==> images/floorplan.png <==
(10 px per um) Pins as bars on the die edge.
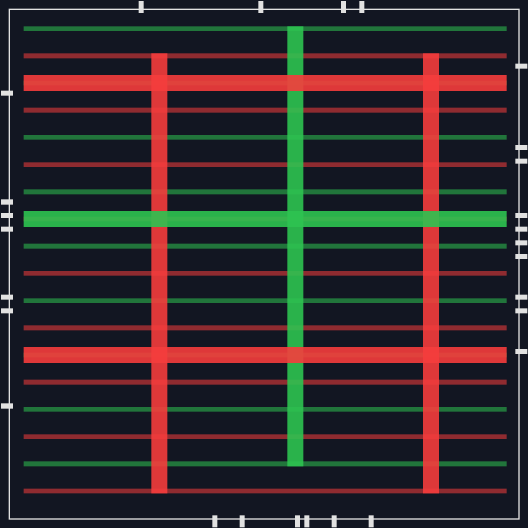
==> images/util_map.png <==
(6 px per um) The die is cut into 10 by 10 equal tiles; white is low, dark blue is high, 0 to 100% covered.
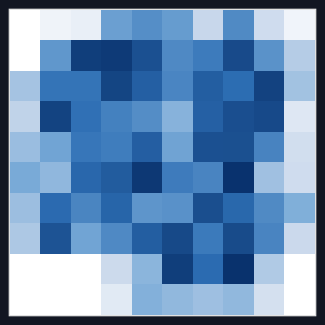
==> images/clock_wires.png <==
(12 px per um)
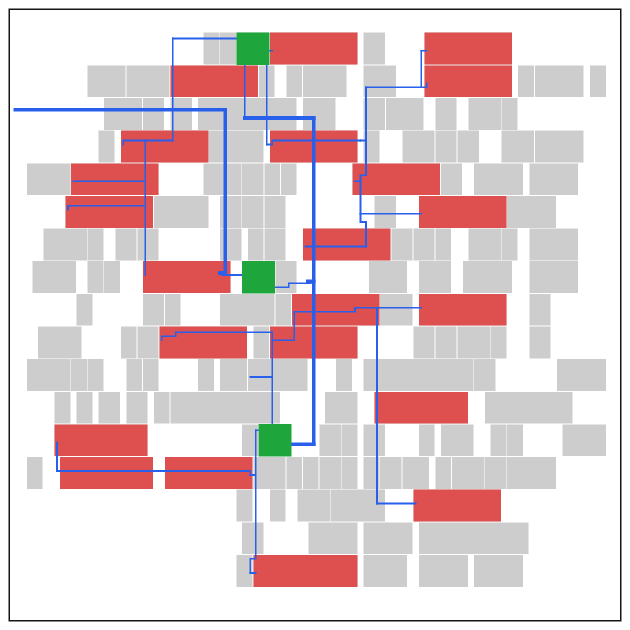
==> images/congestion_map.png <==
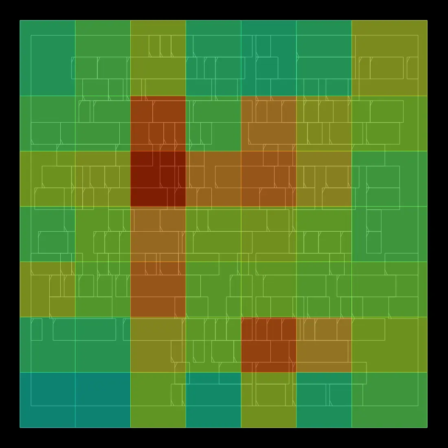
**src/rtl/sum_uart_framer_pkg.sv**
```systemverilog
// Shared types and helpers for the sum framer: FSM states, line-ending bytes, hex/frame helpers.
// Latency: none (types and constant functions only).
// Backpressure: not applicable.
package sum_uart_pkg;

  typedef enum logic [1:0] {
    IDLE = 2'd0,
    SEND = 2'd1,
    DONE = 2'd2
  } state_t;

  localparam logic [7:0] CHAR_CR = 8'h0D;
  localparam logic [7:0] CHAR_LF = 8'h0A;

  // Uppercase ASCII for one hex nibble: '0'-'9' then 'A'-'F'.
  function automatic logic [7:0] hex2ascii(input logic [3:0] nib);
    logic [7:0] ch;
    if (nib < 4'd10) ch = 8'h30 + {4'h0, nib};
    else             ch = 8'h37 + {4'h0, nib};
    return ch;
  endfunction

  // Bytes per frame: binary carries ceil(SW/8) bytes, ASCII carries ceil(SW/4) digits plus CR LF.
  function automatic int frame_len(input int width, input bit ascii_mode);
    int sw;
    sw = width + 1;
    if (ascii_mode) return (sw + 3) / 4 + 2;
    else            return (sw + 7) / 8;
  endfunction

endpackage

```
**src/rtl/sum_uart_framer_if.sv**
```systemverilog
// Operand/strobe inputs, byte stream to uart_tx and status outputs of the sum framer.
// Latency: none (wiring only).
// Backpressure: tx_valid/tx_ready byte handshake; the strobes are never stalled.
interface sum_uart_framer_if #(
  parameter int WIDTH = 4
);
  logic [WIDTH-1:0] data_in;
  logic             load_a;
  logic             load_b;
  logic             send_req;
  logic [7:0]       tx_data;
  logic             tx_valid;
  logic             tx_ready;
  logic [WIDTH:0]   sum;
  logic             busy;
  logic             frame_done;
  logic             overrun;

  modport master (
    output data_in, load_a, load_b, send_req, tx_ready,
    input  tx_data, tx_valid, sum, busy, frame_done, overrun
  );

  modport slave (
    input  data_in, load_a, load_b, send_req, tx_ready,
    output tx_data, tx_valid, sum, busy, frame_done, overrun
  );
endinterface

```
**src/rtl/sum_uart_framer_mux.sv**
```systemverilog
// Maps the frame snapshot and a byte index to the frame byte (binary LSB-first or ASCII hex + CR LF).
// Latency: combinational.
// Backpressure: none; the index is advanced by the framer FSM.
module sum_frame_mux #(
  parameter int WIDTH      = 4,
  parameter bit ASCII_MODE = 1'b0,
  parameter int IW         = 1
) (
  input  logic [WIDTH:0]  snap,
  input  logic [IW-1:0]   idx,
  output logic [7:0]      frame_byte
);
  import sum_uart_pkg::*;

  localparam int SW = WIDTH + 1;

  if (ASCII_MODE == 1'b0) begin : g_bin
    localparam int NB = (SW + 7) / 8;
    logic [NB*8-1:0] pad;
    assign pad = (NB*8)'(snap);

    // Byte i of the zero-extended snapshot, least significant byte first.
    always_comb begin
      frame_byte = 8'h00;
      for (int i = 0; i < NB; i++) begin
        if (idx == IW'(i)) frame_byte = pad[8*i +: 8];
      end
    end
  end else begin : g_asc
    localparam int ND = (SW + 3) / 4;
    logic [ND*4-1:0] pad;
    assign pad = (ND*4)'(snap);

    // Most significant digit first, then the CR LF terminator.
    always_comb begin
      frame_byte = 8'h00;
      for (int i = 0; i < ND; i++) begin
        if (idx == IW'(i)) frame_byte = hex2ascii(pad[4*(ND-1-i) +: 4]);
      end
      if (idx == IW'(ND))     frame_byte = CHAR_CR;
      if (idx == IW'(ND + 1)) frame_byte = CHAR_LF;
    end
  end

endmodule

```
**src/rtl/sum_uart_framer.sv**
```systemverilog
// Captures two operands, keeps their registered sum and sends one frame of it per request to uart_tx.
// Latency: sum one cycle after capture; first frame byte valid the cycle after the request edge.
// Backpressure: each byte held on tx_data until tx_ready; requests while busy are dropped and flag overrun.
module sum_uart_framer #(
  parameter int WIDTH      = 4,
  parameter bit ASCII_MODE = 1'b0,
  parameter bit AUTO_SEND  = 1'b0
) (
  input  logic             clk,
  input  logic             reset,
  sum_uart_framer_if.slave bus
);
  import sum_uart_pkg::*;

  localparam int SW = WIDTH + 1;
  localparam int FL = frame_len(WIDTH, ASCII_MODE);
  localparam int IW = (FL > 1) ? $clog2(FL) : 1;
  localparam logic [IW-1:0] LAST_IDX = IW'(FL - 1);

  logic [WIDTH-1:0] op_a;
  logic [WIDTH-1:0] op_b;
  logic [SW-1:0]    sum_q;
  logic [SW-1:0]    snap_q;
  logic [IW-1:0]    idx_q;
  logic             ovr_q;
  state_t           state_q;
  state_t           state_d;
  logic             eff_req;
  logic             accept;
  logic             last_byte;
  logic [7:0]       mux_byte;

  assign eff_req   = bus.send_req | (AUTO_SEND & bus.load_b);
  assign accept    = (state_q == SEND) & bus.tx_ready;
  assign last_byte = (idx_q == LAST_IDX);

  // Operand capture and the always-live registered sum; captures never touch the snapshot.
  always_ff @(posedge clk) begin
    if (reset) begin
      op_a  <= '0;
      op_b  <= '0;
      sum_q <= '0;
    end else begin
      if (bus.load_a) op_a <= bus.data_in;
      if (bus.load_b) op_b <= bus.data_in;
      sum_q <= SW'(op_a) + SW'(op_b);
    end
  end

  // FSM state register.
  always_ff @(posedge clk) begin
    if (reset) state_q <= IDLE;
    else       state_q <= state_d;
  end

  // FSM next state: one frame per accepted request, one DONE cycle before the next can start.
  always_comb begin
    state_d = state_q;
    case (state_q)
      IDLE:    if (eff_req) state_d = SEND;
      SEND:    if (accept && last_byte) state_d = DONE;
      DONE:    state_d = IDLE;
      default: state_d = IDLE;
    endcase
  end

  // Snapshot on request (sum as it stands before this edge), byte index, sticky overrun.
  always_ff @(posedge clk) begin
    if (reset) begin
      snap_q <= '0;
      idx_q  <= '0;
      ovr_q  <= 1'b0;
    end else begin
      if (state_q == IDLE && eff_req) begin
        snap_q <= sum_q;
        idx_q  <= '0;
      end else if (accept && !last_byte) begin
        idx_q <= idx_q + IW'(1);
      end
      if (eff_req && state_q != IDLE) ovr_q <= 1'b1;
    end
  end

  sum_frame_mux #(
    .WIDTH      (WIDTH),
    .ASCII_MODE (ASCII_MODE),
    .IW         (IW)
  ) u_mux (
    .snap       (snap_q),
    .idx        (idx_q),
    .frame_byte (mux_byte)
  );

  // FSM outputs; tx_data is forced to zero whenever no byte is offered.
  always_comb begin
    bus.tx_valid   = 1'b0;
    bus.tx_data    = 8'h00;
    bus.busy       = 1'b0;
    bus.frame_done = 1'b0;
    case (state_q)
      SEND: begin
        bus.tx_valid = 1'b1;
        bus.tx_data  = mux_byte;
        bus.busy     = 1'b1;
      end
      DONE: begin
        bus.busy       = 1'b1;
        bus.frame_done = 1'b1;
      end
      default: ;
    endcase
  end

  assign bus.sum     = sum_q;
  assign bus.overrun = ovr_q;

endmodule

```
**src/flat_wrapper.sv**
```systemverilog
// flat-port wrapper written by rule: the top's interface ports become plain ports
module sum_uart_framer_flat import sum_uart_pkg::*;
#(
  parameter int WIDTH      = 4,
  parameter bit ASCII_MODE = 1'b0,
  parameter bit AUTO_SEND  = 1'b0
)
  (clk, reset, bus_data_in, bus_load_a, bus_load_b, bus_send_req, bus_tx_ready, bus_tx_data, bus_tx_valid, bus_sum, bus_busy, bus_frame_done, bus_overrun);
  sum_uart_framer_if #(.WIDTH(WIDTH)) bus_i ();
  input  logic clk;
  input  logic reset;
  input wire logic [$bits(bus_i.data_in)-1:0] bus_data_in;
  input wire logic [$bits(bus_i.load_a)-1:0] bus_load_a;
  input wire logic [$bits(bus_i.load_b)-1:0] bus_load_b;
  input wire logic [$bits(bus_i.send_req)-1:0] bus_send_req;
  input wire logic [$bits(bus_i.tx_ready)-1:0] bus_tx_ready;
  output wire logic [$bits(bus_i.tx_data)-1:0] bus_tx_data;
  output wire logic [$bits(bus_i.tx_valid)-1:0] bus_tx_valid;
  output wire logic [$bits(bus_i.sum)-1:0] bus_sum;
  output wire logic [$bits(bus_i.busy)-1:0] bus_busy;
  output wire logic [$bits(bus_i.frame_done)-1:0] bus_frame_done;
  output wire logic [$bits(bus_i.overrun)-1:0] bus_overrun;
  assign bus_i.data_in = bus_data_in;
  assign bus_i.load_a = bus_load_a;
  assign bus_i.load_b = bus_load_b;
  assign bus_i.send_req = bus_send_req;
  assign bus_i.tx_ready = bus_tx_ready;
  assign bus_tx_data = bus_i.tx_data;
  assign bus_tx_valid = bus_i.tx_valid;
  assign bus_sum = bus_i.sum;
  assign bus_busy = bus_i.busy;
  assign bus_frame_done = bus_i.frame_done;
  assign bus_overrun = bus_i.overrun;
  sum_uart_framer #(.WIDTH(WIDTH), .ASCII_MODE(ASCII_MODE), .AUTO_SEND(AUTO_SEND)) u_core (.clk(clk), .reset(reset), .bus(bus_i));
endmodule
```
**config.mk**
```make
export PLATFORM = sky130hd
export DESIGN_NAME = sum_uart_framer_flat
export DESIGN_NICKNAME = d
export VERILOG_FILES = /design/src/rtl/sum_uart_framer_pkg.sv /design/src/rtl/sum_uart_framer_if.sv /design/src/rtl/sum_uart_framer_mux.sv /design/src/rtl/sum_uart_framer.sv /design/src/flat_wrapper.sv
export SDC_FILE = /design/constraint.sdc
export NUM_CORES = 1
export LEC_CHECK = 0
export ABC_AREA = 1
export CAP_MARGIN = 40
export CORE_UTILIZATION = 41
export CTS_CLUSTER_DIAMETER = 50
export DETAILED_ROUTE_END_ITERATION = 10
export PLACE_DENSITY_LB_ADDON = 0.3
export SLEW_MARGIN = 20
export SYNTH_ARGS = -nofsm -noshare
export SYNTH_HDL_FRONTEND = slang
export SYNTH_SLANG_ARGS = --single-unit
```
**constraint.sdc**
```tcl
create_clock -name clk -period 1.3 [get_ports clk]
set_input_delay 0.39 -clock clk [delete_from_list [all_inputs] [get_ports clk]]
set_output_delay 0.39 -clock clk [all_outputs]
set_load 0.02 [all_outputs]
```
==> commit_impl_results.txt <==
Record implementation results from latest flow run

* Number of instances in the synthesized netlist: 122
- Per the CTS log, the maximum H-tree level is 1.
- Max-cap check violation count: 0
- The final design was reported to hold multi-input combinational gates totalling 77.
- Dominant logic cell types in the final layout: nor2_1 (18), dfxtp_1 (18), inv_1 (16)
* Horizontal die dimension: 50.8 um
* Area share of the largest cell type after synthesis: 0.451
* Capturing instance or port of the critical path: bus_tx_data[3]
- In this run, the synthesized area fraction spent on adder and majority cells is recorded as 0.110.
- Drt initial violations: 3
* Antenna diode count: 0
- Overflow after GRT: 0
* Fp_density: 0.438
- The final hold violation count recorded for this run is 0.
- After filler insertion, the fill cell instance count of the layout stands at 196.
* Comb area leader: AND-OR/OR-AND gates
- Entering global routing, the biggest net connects 18 pins.
- Number of distinct library cell variants in the gate-level netlist after synthesis: 15
- First-pass GRT wire length: 3370 um
- Of the total standard cell area in the layout, the multi-input combinational portion is 0.360.
- At the placement stage, the worst setup path has a slack of -0.485 ns.
- The timing report lists the critical path depth as 5 cells.
* Run status: finished, violations left
- Number of nets at the end of the flow: 180
- Number of clock sinks: 22
* Top cells by area in the synthesized netlist: dfxtp_1 (45%), nor2_1 (9.2%), ha_1 (9.0%), inv_1 (7.3%), a21oi_1 (6.7%)
* Violations in the final reports: setup timing
- Worst setup path startpoint: u_core.state_q[1]
- The script parses the final routing iteration and logs DRC violations as 0.
- Mapped cell area: 977 sq um
* Layout clock buffers: 4
- After layout, the minimum clock period comes to 1.59 ns.
* #FFs+latches synth: 22
- Clock-pin slew on the worst setup and hold paths: 0.12 ns
- Io pins: 27
- The kind of cell with the highest combined delay along the critical path is flip-flops.
* Global placement routability congestion: 0.759
- Per the layout area report, the register area comes to 448 sq um.
- The wire length recorded after detailed routing is 1910 um.
* Worst Slack Setup Final: -0.292 ns
- Share of cells above drive strength 1: 0.348
- Count of cells along the worst register-to-register path: 6
- Counting the warning lines in the Yosys log gives 0.
- The script logs the mean routed wire length per placed instance as 10.1 um.
- Post-DP HPWL: 1430 um
* Longest Clk Path Bufs: 2
- The layout report lists the clock-cell share of area as 0.0251.
* Library cell contributing the largest single delay on the critical path: dfxtp_2
* Setup-failing EPs final: 8
- Yosys stat counts 122 cells in the synthesized netlist.
- Looking at the clock tree report, the root buffer type is clkbuf_4.
- Layout area overhead: 47.8%
- Critical path data arrival time: 1.20 ns
-- floorplan.png (at the start) --
Key: VDD = green; VSS = red
The core has 17 rows. 27 signal pins sit on the boundary.

-- util_map.png (at the start) --
10% of the tiles are nearly empty. 31% of the tiles are over 75% full. The fullest tile reaches 99%. The mean over all tiles is 55%.

-- clock_wires.png (at the start) --
Key: clock wires = blue [length 263 um]; clock-net drivers = green [count 3]; flip-flops = red [count 22]
There are 4 routed clock nets.

-- congestion_map.png (at the start) --
aggregate global-route resource usage: 0.174
met2 Track Usage GR: 0.316
GR met3 Demand/Resource: 0.0357
GR Util met1: 0.193
final core utilization: 0.646

## cells in the mapped netlist
cell type,count
inv_2,1
nor2_1,24
buf_6,2
buf_4,3
conb_1,1
inv_1,19
o21ai_2,3
dfxtp_1,22
nand3_1,4
nand2_1,8
a21oi_1,13
a21oi_2,1
ha_1,7
fa_1,1
o21ai_0,13
## repair_timing
item / CTS / global route
gates resized: 90 / 1
endpoints found under the setup margin: 20 / 9
setup buffers: 1 / 0
pin swaps: 7 / 2
## layer usage
layer / vias to the layer above / GRT usage / wire (um) / part of all wire
met1: 402 / 0.193 / 797 / 0.42
met2: 20 / 0.316 / 1010 / 0.53
met4: 0 / 0.0833 / 40 / 0.021
met3: 5 / 0.0357 / 61 / 0.032
met5: - / 0 / 0 / 0
li1: 459 / - / - / -
